[src/rtl/parking_pkg.sv]
// rtl/parking_pkg.sv - shared state encoding and direction constants for the parking gate arbiter
package parking_pkg;

  // Controller states, 2-bit encoding.
  typedef enum logic [1:0] {
    ST_IDLE     = 2'd0,
    ST_OPEN_IN  = 2'd1,
    ST_OPEN_OUT = 2'd2,
    ST_COOLDOWN = 2'd3
  } state_e;

  // Direction of the most recent grant, used for round-robin tie breaking.
  typedef enum logic {
    DIR_ENTRY = 1'b0,
    DIR_EXIT  = 1'b1
  } dir_e;

  // Width of the open-period timer.
  localparam int TIMER_W = 8;

endpackage

[src/rtl/gate_timer.sv]
// rtl/gate_timer.sv - loadable down-counter with done flag that times the barrier open period
// Ports:
//   clk      - clock, all state changes on rising edge
//   rst      - synchronous reset, active-high (counter cleared to 0)
//   load     - load load_val this edge (wins over counting)
//   load_val - value to load
//   done     - high while the counter is 0
module gate_timer
  import parking_pkg::*;
#(
  parameter int WIDTH = TIMER_W
) (
  input  logic             clk,
  input  logic             rst,
  input  logic             load,
  input  logic [WIDTH-1:0] load_val,
  output logic             done
);

  logic [WIDTH-1:0] cnt_q;
  logic [WIDTH-1:0] cnt_d;

  // Counts down to zero and parks there until reloaded.
  always_comb begin
    cnt_d = cnt_q;
    if (load) begin
      cnt_d = load_val;
    end else if (cnt_q != '0) begin
      cnt_d = cnt_q - WIDTH'(1);
    end
  end

  always_ff @(posedge clk) begin
    if (rst) begin
      cnt_q <= '0;
    end else begin
      cnt_q <= cnt_d;
    end
  end

  assign done = (cnt_q == '0);

endmodule

[src/rtl/parking_gate_arbiter.sv]
// rtl/parking_gate_arbiter.sv - arbitrates entry/exit requests onto one shared barrier and tracks occupancy
// Ports:
//   CLK       - clock, all state changes on rising edge
//   RST       - synchronous reset, active-high, priority over requests
//   Entry_Req - entry request level, held until Entry_Ack
//   Exit_Req  - exit request level, held until Exit_Ack
//   Entry_Ack - one-cycle grant pulse to entry requester
//   Exit_Ack  - one-cycle grant pulse to exit requester
//   Deny      - registered, high after an IDLE cycle with only ineligible requests
//   Gate_Open - barrier drive, high OPEN_CYCLES cycles per grant
//   Full      - Count equals CAPACITY
//   Count     - current occupancy
module parking_gate_arbiter
  import parking_pkg::*;
#(
  parameter int CAPACITY    = 6,
  parameter int OPEN_CYCLES = 8
) (
  input  logic       CLK,
  input  logic       RST,
  input  logic       Entry_Req,
  input  logic       Exit_Req,
  output logic       Entry_Ack,
  output logic       Exit_Ack,
  output logic       Deny,
  output logic       Gate_Open,
  output logic       Full,
  output logic [2:0] Count
);

  localparam logic [2:0]         CAP_W    = 3'(CAPACITY);
  // The grant edge is the first open cycle, so the timer expires on the last one.
  localparam logic [TIMER_W-1:0] OPEN_LD  = TIMER_W'(OPEN_CYCLES - 1);

  state_e     state_q, state_d;
  dir_e       last_dir_q, last_dir_d;
  logic [2:0] count_q, count_d;
  logic       entry_ack_q, entry_ack_d;
  logic       exit_ack_q, exit_ack_d;
  logic       deny_q, deny_d;
  logic       gate_open_q, gate_open_d;

  logic       entry_ok;
  logic       exit_ok;
  logic       timer_load;
  logic       timer_done;

  gate_timer #(
    .WIDTH(TIMER_W)
  ) u_gate_timer (
    .clk     (CLK),
    .rst     (RST),
    .load    (timer_load),
    .load_val(OPEN_LD),
    .done    (timer_done)
  );

  always_comb begin
    state_d     = state_q;
    last_dir_d  = last_dir_q;
    count_d     = count_q;
    entry_ack_d = 1'b0;
    exit_ack_d  = 1'b0;
    deny_d      = 1'b0;
    gate_open_d = 1'b0;
    timer_load  = 1'b0;

    entry_ok = Entry_Req && (count_q < CAP_W);
    exit_ok  = Exit_Req && (count_q != 3'd0);

    case (state_q)
      ST_IDLE: begin
        // Entry wins when alone, or on a tie if the last grant was an exit.
        if (entry_ok && (!exit_ok || (last_dir_q == DIR_EXIT))) begin
          state_d     = ST_OPEN_IN;
          last_dir_d  = DIR_ENTRY;
          count_d     = count_q + 3'd1;
          entry_ack_d = 1'b1;
          gate_open_d = 1'b1;
          timer_load  = 1'b1;
        end else if (exit_ok) begin
          state_d     = ST_OPEN_OUT;
          last_dir_d  = DIR_EXIT;
          count_d     = count_q - 3'd1;
          exit_ack_d  = 1'b1;
          gate_open_d = 1'b1;
          timer_load  = 1'b1;
        end else if (Entry_Req || Exit_Req) begin
          deny_d = 1'b1;
        end
      end
      ST_OPEN_IN, ST_OPEN_OUT: begin
        if (timer_done) begin
          state_d = ST_COOLDOWN;
        end else begin
          gate_open_d = 1'b1;
        end
      end
      ST_COOLDOWN: begin
        state_d = ST_IDLE;
      end
      default: begin
        state_d = ST_IDLE;
      end
    endcase
  end

  always_ff @(posedge CLK) begin
    if (RST) begin
      state_q     <= ST_IDLE;
      last_dir_q  <= DIR_EXIT;
      count_q     <= 3'd0;
      entry_ack_q <= 1'b0;
      exit_ack_q  <= 1'b0;
      deny_q      <= 1'b0;
      gate_open_q <= 1'b0;
    end else begin
      state_q     <= state_d;
      last_dir_q  <= last_dir_d;
      count_q     <= count_d;
      entry_ack_q <= entry_ack_d;
      exit_ack_q  <= exit_ack_d;
      deny_q      <= deny_d;
      gate_open_q <= gate_open_d;
    end
  end

  assign Entry_Ack = entry_ack_q;
  assign Exit_Ack  = exit_ack_q;
  assign Deny      = deny_q;
  assign Gate_Open = gate_open_q;
  assign Count     = count_q;
  assign Full      = (count_q == CAP_W);

endmodule

[config.mk]
export PLATFORM = sky130hd
export DESIGN_NAME = parking_gate_arbiter
export DESIGN_NICKNAME = d
export VERILOG_FILES = /design/src/rtl/parking_pkg.sv /design/src/rtl/gate_timer.sv /design/src/rtl/parking_gate_arbiter.sv
export SDC_FILE = /design/constraint.sdc
export NUM_CORES = 1
export LEC_CHECK = 0
export ABC_AREA = 1
export CAP_MARGIN = 15
export CORE_MARGIN = 2
export CORE_UTILIZATION = 53
export DETAILED_ROUTE_END_ITERATION = 10
export PLACE_DENSITY = 0.79
export SLEW_MARGIN = 20
export SYNTH_ARGS = -nofsm -noshare
export SYNTH_HDL_FRONTEND = slang
export SYNTH_SLANG_ARGS = --single-unit
[constraint.sdc]
create_clock -name CLK -period 4.62 [get_ports CLK]
set_input_delay 0.462 -clock CLK [delete_from_list [all_inputs] [get_ports CLK]]
set_output_delay 0.462 -clock CLK [all_outputs]
set_load 0.1 [all_outputs]
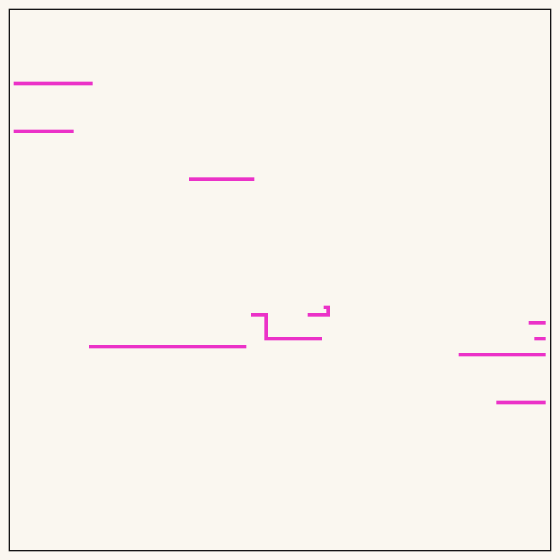
(run_1/layer_met3.png)
longest straight run	13.1 um
wire length on this layer	52.8 um
main direction	horizontal

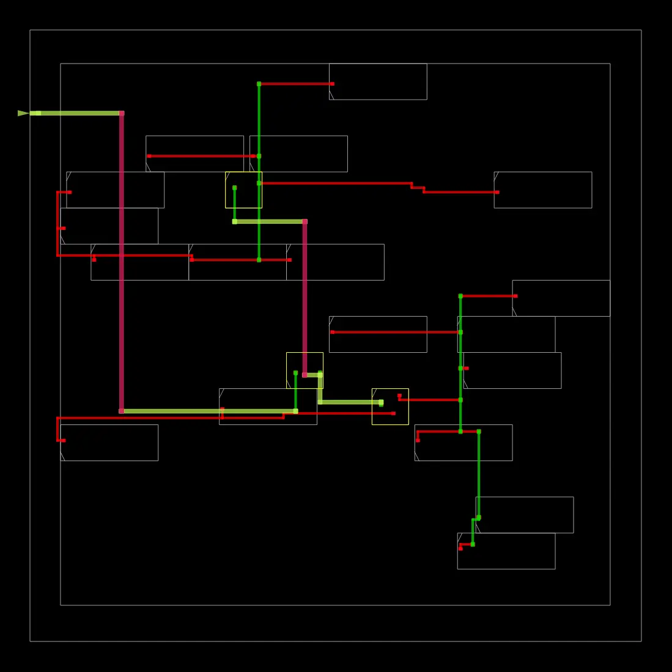
(run_1/clocks.png)
cts bufs inserted: 3
layout clock buffer count: 3
worst-skew pair later-pin latency: 0.28 ns
Sink Count: 18
seq_cells: 18

==> metrics.cfg, run 1 <==
[status]
status=complete, no violations

[setup_path]
required_ns=4.16
crit_arrival_ns=2.11
slowest_delay_ns=1.15
critical-path-top-delay-family=buffers and inverters
r2r-end=Count[1]$_SDFFE_PP0P_
crit_end=Full
cp.depth=3
critPathBufInv=2

[finish]
fin_cells=155
fin_util=0.646
largest-register=u_gate_timer.cnt_q
fillCellCount=143
nets=150
lay_top_cells=23 x nand2_1, 18 x dfxtp_1, 16 x inv_1, 11 x clkdlybuf4s50_1, 10 x a21oi_1

[global_route]
grt_max_degree=10
track_usage=0.183

[placed_design]
gp_congestion=0.848
placedInstanceArea_um2=1070

[detailed_routing]
route.antenna.remaining_nets=0
vias=784
viasPerCell=5.06

[final_timing]
worstMarginPinSlew_ns=0.975
relSlewSlack=0.348
tns_ns=0
finalSetupViolCount=0
final-hold-violation-count=0

[clock_network]
cts.hold.buffers_added=0

[logic_synthesis]
syn_inst=124
synth_cell_types=20
fp_nets=134
ys_warn_count=0

[floorplanning]
die_x_um=46.1
core_um2=1690
initCoreUtil=0.555
die-area_um2=2120

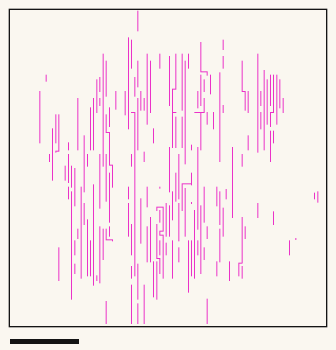
(run_1/layer_met2.png)
Bar = 10 um.
longest straight run	23.8 um
nets with wire on the layer	122

==> run 1: cells in the mapped netlist <==
cell | count | area (um2)
nor2_2 | 2 | 12.5
a21oi_1 | 10 | 50.1
nor3_1 | 3 | 15.0
nor3b_1 | 1 | 7.51
a31o_1 | 1 | 8.76
o21ai_0 | 6 | 30.0
ha_1 | 6 | 75.1
o21ai_4 | 1 | 16.3
nor2_1 | 9 | 33.8
inv_2 | 5 | 18.8
nand3_2 | 2 | 20.0
dfxtp_1 | 18 | 360
nand2_4 | 2 | 22.5
nand2_1 | 23 | 86.3
xnor2_1 | 1 | 8.76
inv_1 | 16 | 60.1
nand2_2 | 6 | 37.5
a211oi_1 | 1 | 7.51
nand3_1 | 8 | 40.0
xor2_1 | 3 | 26.3
==> run 1: metal layers <==
layer  track usage  share of wire  vias to the layer above
met5             0              0                        -
met4        0.0857          0.020                        0
met3        0.0353          0.031                        4
met2         0.294           0.45                       11
met1         0.234           0.49                      346
li1              -              -                      423
==> run 1: cells by family after synthesis <==
| kind of cell | synth area share |
|---|---|
| simple gates | 0.294 |
| buf+inv | 0.0841 |
| compound gates | 0.120 |
| flops | 0.385 |
| fa+ha+maj | 0.0801 |
| xor+xnor | 0.0374 |
==> run 1: area by class of cell <==
| class | instances | area, um2 | area share |
|---|---|---|---|
| inverters | 21 | 78.8 | 0.0722 |
| flip-flops and latches | 18 | 360 | 0.330 |
| repair buffers | 11 | 110 | 0.101 |
| well taps | 17 | 21.3 | 0.0195 |
| multi-input cells | 85 | 498 | 0.456 |
| clock buffers | 3 | 22.5 | 0.0206 |
==> run 2: changes to the inputs <==
==> constraint.sdc (replaced) <==
create_clock -name CLK -period 2.4 [get_ports CLK]
set_input_delay 0.24 -clock CLK [delete_from_list [all_inputs] [get_ports CLK]]
set_output_delay 0.24 -clock CLK [all_outputs]
set_load 0.1 [all_outputs]
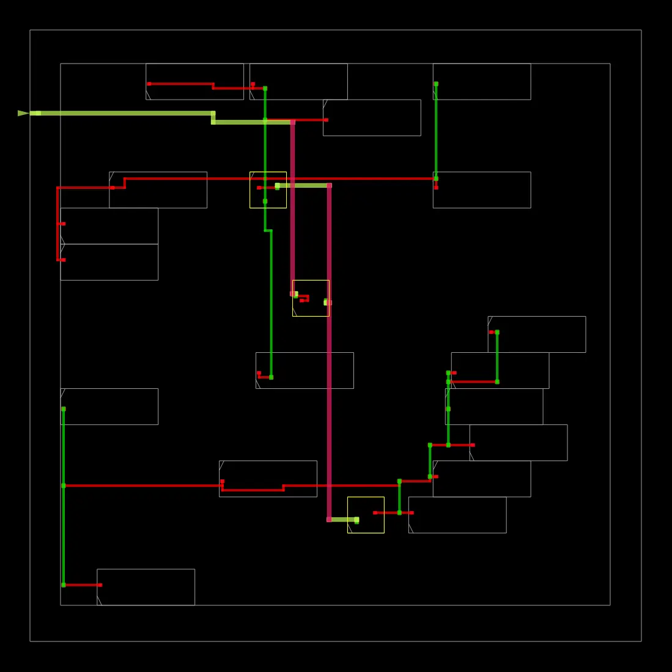
(run_2/clocks.png)
worst-skew pair later-pin latency: 0.29 ns
Setup Skew: 0.00300 ns

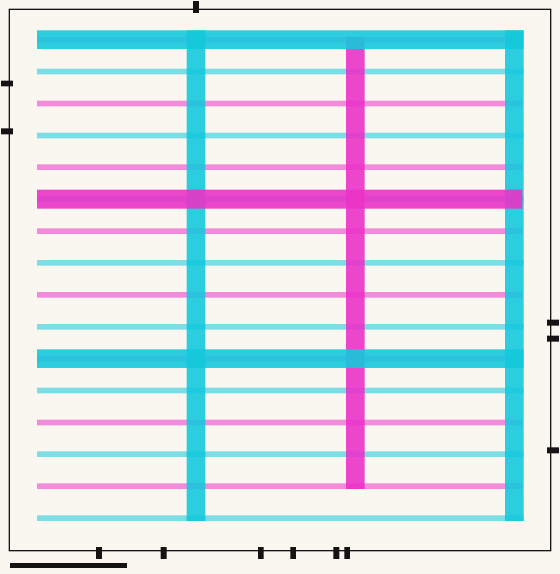
(run_2/power_grid.png)
Bar = 10 um. Pins as bars on the die edge.
color	net
magenta	VDD
cyan	VSS
met4 straps	3
met5 straps	3
rows	15
met1 rails	16
signal pins	12
die extent in y: 46.1 um
core area: 1690 um2
die width: 46.1 um

==> metrics.cfg, run 2 <==
[detailed_routing]
vias=776  ; -1.0%
route.antenna.remaining_nets=0  ; unchanged
viasPerCell=5.01  ; -1.0%
drcViolationCount=0
drt_iter0_markers=9
firstDrtPassIters=4

[floorplanning]
die-area_um2=2120  ; unchanged
rows=15
initCoreUtil=0.555  ; unchanged

[global_route]
use_met3=0.0353  ; unchanged
busiest_layer=met2
met1_usage=0.235  ; +0.00114
grt_max_degree=10  ; unchanged
grt_antenna_before_repair=0
use_met2=0.306  ; +0.0111
grt-ovfl-total=0
grt_pass1_wl_um=2840
track_usage=0.187  ; +0.00353

[setup_path]
crit_arrival_ns=1.86  ; -0.25 ns
critPathCaptureType=register
critPathBufInv=4  ; +2
required_ns=2.59  ; -1.57 ns
slowest_delay_ns=0.42  ; -0.73 ns
crit_chain=inv_2 -> o21ai_4 -> inv_2 -> nand2_4 -> inv_1 -> nand2_1 -> nand2_1 -> inv_1 -> ha_1 -> o21ai_0 -> a21oi_1
crit_start=Count[2]$_SDFFE_PP0P_
critical-path-top-delay-family=flip-flops

[final_timing]
tns_ns=0  ; unchanged
finalClockPeriodUsage=0.697
relSlewSlack=0.823  ; +0.475
final-hold-violation-count=0  ; unchanged
worstMarginPinSlew_ns=0.265  ; -0.710 ns
finalSetupViolCount=0  ; unchanged
slew_violations=0

[finish]
nets=150  ; unchanged
largest-register=u_gate_timer.cnt_q
fillCellCount=154  ; +7.7%
lay_top_cells=23 x nand2_1, 18 x dfxtp_1, 16 x inv_1, 10 x a21oi_1, 9 x nor2_1
comb_area_um2=509  ; +2.3%
finalInstanceArea_um2=1080
num_antenna_cells=0
area_growth_syn_to_layout_pct=15.5
regArea_um2=360  ; unchanged

[flow_run]
openroad.warnings=29
max_cap_viol_count=0

[clock_network]
cts.hold.buffers_added=0  ; unchanged
cts.sinks=18  ; unchanged
clk_pin_slew_worst_paths_ns=0.09
cts_made_buffers=3  ; unchanged
cts_buffer_depth=2

[logic_synthesis]
syn_inst=124  ; unchanged
ys_warn_count=0  ; unchanged
ys_area_um2=937
synth_cell_types=20  ; unchanged
fp_nets=134  ; unchanged
ys_sh_xor=0.0374  ; unchanged
synth-edff-count=0  ; unchanged
area_leaders=dfxtp_1 38%, nand2_1 9.2%, ha_1 8.0%
ff_type=dfxtp_1
yosys.area_share.adder=0.0801  ; unchanged
top_cells_by_count=23 x nand2_1, 18 x dfxtp_1, 16 x inv_1
top_area_cell=dfxtp_1
yosysTopAreaCellShare=0.385  ; unchanged
synth-seq-cells=18
aoi_share=0.120  ; unchanged
mux_share=0  ; unchanged
ys_seq_share=0.385
ys_cells=124
async_reset_ff_frac=0  ; unchanged
netlist_logic_family_top=simple AND/OR/NAND/NOR gates
netlist_area_um2=937
ys_sh_simple=0.294  ; unchanged
most_common_cell=nand2_1

[placed_design]
gp_congestion=0.794  ; -6.3%
placedInstanceArea_um2=1060  ; -0.82%
io_buffers=11

[min_path]
hp-start=u_gate_timer.cnt_q[3]$_SDFFE_PP0P_
hold_class=register to register

[status]
status=complete, no violations

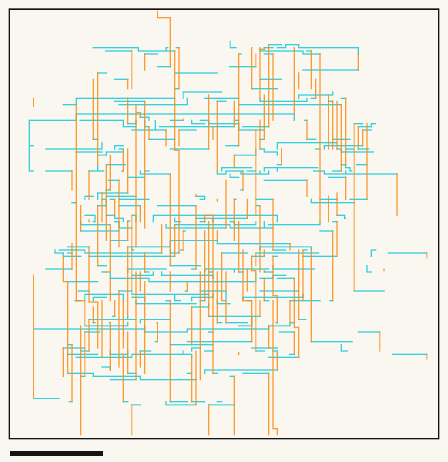
(run_2/wires.png)
Bar = 10 um. Only two layers are drawn.
color	layer	wire length
cyan	metal 1	765 um
orange	metal 2	793 um
final wirelength: 1640 um
Wirelength per Cell: 10.6 um

[run 2: cell counts after synthesis]
Identical to the previous run, type by type.
[run 2: layer usage]
| layer | vias to the layer above | share of wire |
|---|---|---|
| li1 | 421 | - |
| met1 | 338 | 0.47 |
| met2 | 12 | 0.48 |
| met3 | 5 | 0.026 |
| met4 | 0 | 0.023 |
| met5 | - | 0 |
[run 2: area by class of cell]
| type | instances | share of cell area |
|---|---|---|
| sequential | 18 | 0.333 |
| inverter | 21 | 0.0728 |
| timing repair buffer | 11 | 0.0832 |
| multi-input combinational | 85 | 0.471 |
| clock buffer | 3 | 0.0208 |
| tap | 17 | 0.0197 |
[run 2: worst paths after layout]
kind / endpoint / cells past startpoint / slack [ns]
hold reg to reg: u_gate_timer.cnt_q[3]$_SDFFE_PP0P_ / 2 / 0.49
setup / recovery: Count[1]$_SDFFE_PP0P_ / 11 / 0.73
hold / removal: u_gate_timer.cnt_q[3]$_SDFFE_PP0P_ / 2 / 0.49
setup reg to reg: Count[1]$_SDFFE_PP0P_ / 11 / 0.73
[run 2: logic make-up (layout without fill, tap and decap cells)]
kind of cell               after synthesis  after routing
AOI/OAI and AO/OA                       19             19
buffers and inverters                   21             35
DFF                                     18             18
xor gates and xnor gates                 4              4
and+or+nand+nor                         56             56
adders and majority gates                6              6
[run 2: per-stage QoR]
stage          hold WS, ns  setup WS, ns  utilization  std cells
6_report             0.488         0.726        0.641        155
3_5_place_dp         0.479         0.497        0.627        152
2_1_floorplan        0.309        0.0489            -        124
5_1_grt              0.505         0.521        0.641        155
3_3_place_gp         0.465         0.548        0.627        152
4_1_cts              0.493         0.721        0.641        155
==> run 3: changes to the inputs <==
==> constraint.sdc (replaced) <==
create_clock -name CLK -period 1.57 [get_ports CLK]
set_input_delay 0.157 -clock CLK [delete_from_list [all_inputs] [get_ports CLK]]
set_output_delay 0.157 -clock CLK [all_outputs]
set_load 0.1 [all_outputs]
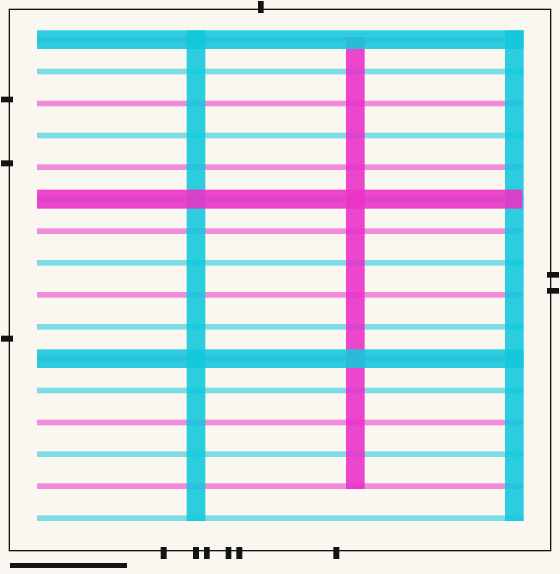
(run_3/power_grid.png)
Bar = 10 um. Pins as bars on the die edge.
color	net
cyan	VSS
magenta	VDD
signal pins	12
rows	15

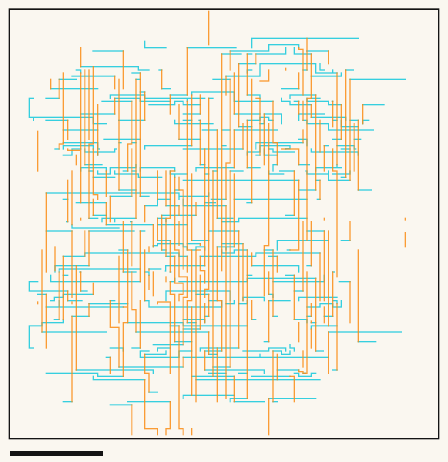
(run_3/wires.png)
Bar = 10 um. Only two layers are drawn.
color	layer	wire length
cyan	metal 1	863 um
orange	metal 2	1,110 um
total global-route track usage: 0.218
routed via count: 898

==> metrics.cfg, run 3 <==
[status]
status=complete, no violations

[logic_synthesis]
async_reset_ff_frac=0  ; unchanged
mux_share=0  ; unchanged
ys_seq_share=0.385  ; unchanged
synth-edff-count=0  ; unchanged
most_common_cell=nand2_1
netlist_logic_family_top=simple AND/OR/NAND/NOR gates
ys_warn_count=0  ; unchanged
ys_sh_simple=0.294  ; unchanged
syn_inst=124  ; unchanged
ff_type=dfxtp_1
yosys.area_share.adder=0.0801  ; unchanged
aoi_share=0.120  ; unchanged
netlist_area_um2=937  ; unchanged
synth_cell_types=20  ; unchanged
ys_area_um2=937  ; unchanged
synth-seq-cells=18  ; unchanged
fp_nets=134  ; unchanged
ys_sh_xor=0.0374  ; unchanged
ys_cells=124  ; unchanged
top_cells_by_count=23 x nand2_1, 18 x dfxtp_1, 16 x inv_1
area_leaders=dfxtp_1 38%, nand2_1 9.2%, ha_1 8.0%
yosysTopAreaCellShare=0.385  ; unchanged

[detailed_routing]
drcViolationCount=0  ; unchanged
highest_layer=met4
avgRoutedWirePerCell_um=12.8  ; +21%
finalWirelength_um=2170  ; +32%
met1_length_um=863  ; +13%
firstDrtPassIters=4  ; unchanged
drt_iter0_markers=29  ; +20

[finish]
clock_cell_area_share=0.0197  ; -0.00115
regArea_um2=372  ; +3.1%
seq_share=0.278  ; -0.0549
logic_gate_count=85  ; unchanged
area_growth_syn_to_layout_pct=42.6
buffer_area_frac=0.215  ; +0.132
num_antenna_cells=0  ; unchanged
buffers=24  ; +13
nClkBuffers=4  ; +1
fillCellCount=118  ; -23%
comb_area_um2=543  ; +6.6%
largest-register=u_gate_timer.cnt_q
sh_comb_area=0.406  ; -0.0642
lay_top_cells=22 x nand2_1, 15 x dfxtp_1, 13 x inv_1, 13 x buf_4, 9 x a21oi_1
largest_class=logic gates
flop-count=18  ; unchanged
fin_util=0.791  ; +0.150
nets=163  ; +8.7%

[setup_path]
critPathCaptureType=register
required_ns=1.78  ; -0.81 ns
crit_arrival_ns=1.69  ; -0.17 ns

[floorplanning]
tapCellCount=17  ; unchanged
die_x_um=46.1  ; unchanged
core_um2=1690  ; unchanged
die.size.y_um=46.1  ; unchanged
initCoreUtil=0.555  ; unchanged
rows=15  ; unchanged

[min_path]
hold_class=register to register

[flow_run]
openroad.warnings=30  ; +3.4%
max_cap_viol_count=0  ; unchanged

[final_timing]
finalSetupViolCount=0  ; unchanged
setup_ws_ns=0.0879  ; -0.639 ns
holdWs_ns=0.478  ; -0.0102 ns
finalClockPeriodUsage=0.944  ; +0.247
relSlewSlack=0.852  ; +0.0292
slew_violations=0  ; unchanged
final-hold-violation-count=0  ; unchanged
worstMarginPinSlew_ns=0.220  ; -0.0452 ns
fin_skew_ns=0.00603  ; +0.00303 ns

[global_route]
grt_pass1_wl_um=3290  ; +16%
met1_usage=0.266  ; +0.0309
use_met2=0.369  ; +0.0639
grt-ovfl-total=0  ; unchanged
grt_antenna_before_repair=0  ; unchanged
use_met3=0.0706  ; +0.0353

[placed_design]
io_buffers=11  ; unchanged
gp_congestion=0.881  ; +11%
placed_cells=161  ; +5.9%
post-place-ws_ns=-0.106  ; -0.604 ns

[clock_network]
cts_buffer_depth=2  ; unchanged
cts.sinks=18  ; unchanged
cts_made_buffers=3  ; unchanged
cts.hold.buffers_added=0  ; unchanged

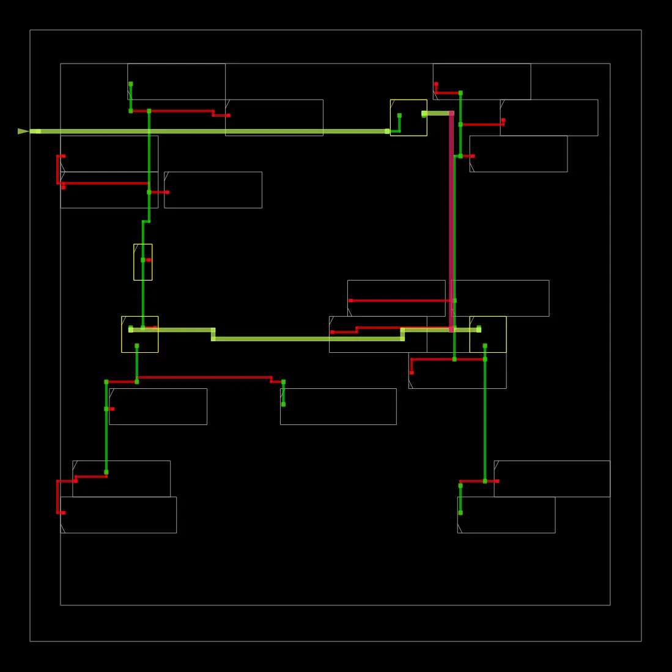
(run_3/clocks.png)
worst-skew pair later-pin latency: 0.30 ns

[run 3: cell counts after synthesis]
Identical to the previous run, type by type.
[run 3: what timing repair did]
| item | 4_1_cts | 5_1_grt |
|---|---|---|
| buffers inserted | 0 | 4 |
| resized | 0 | 6 |
| endpoints found under the setup margin | 0 | 4 |
[run 3: stage by stage]
step / area, um2 / TNS [ns]
floorplan: 977 / -0.146
global placement: 1260 / -0.0305
detailed placement: 1260 / -0.141
CTS: 1280 / 0
global route: 1340 / -0.0819
finish: 1340 / 0
[run 3: final timing paths]
kind / slack [ns] / endpoint / start / cells after the start
worst max register to register: 0.09 / Count[2]$_SDFFE_PP0P_ / Count[1]$_SDFFE_PP0P_ / 14
worst min register to register: 0.48 / u_gate_timer.cnt_q[5]$_SDFFE_PP0P_ / u_gate_timer.cnt_q[5]$_SDFFE_PP0P_ / 2
worst max-delay path: 0.09 / Count[2]$_SDFFE_PP0P_ / Count[1]$_SDFFE_PP0P_ / 14
worst min-delay path: 0.48 / u_gate_timer.cnt_q[5]$_SDFFE_PP0P_ / u_gate_timer.cnt_q[5]$_SDFFE_PP0P_ / 2
[run 3: critical path, stage by stage, from the launching register on]
cell and delay [ns]:
dfxtp_4 0.40, inv_6 0.05, o21ai_4 0.17, inv_2 0.08, nand2_4 0.08, nand2_2 0.06, nand2_1 0.06, inv_2 0.04
ha_4 0.15, inv_2 0.04, nand2_2 0.03, nand2_1 0.05, nand3_1 0.07, nand2_1 0.06, inv_1 0.03
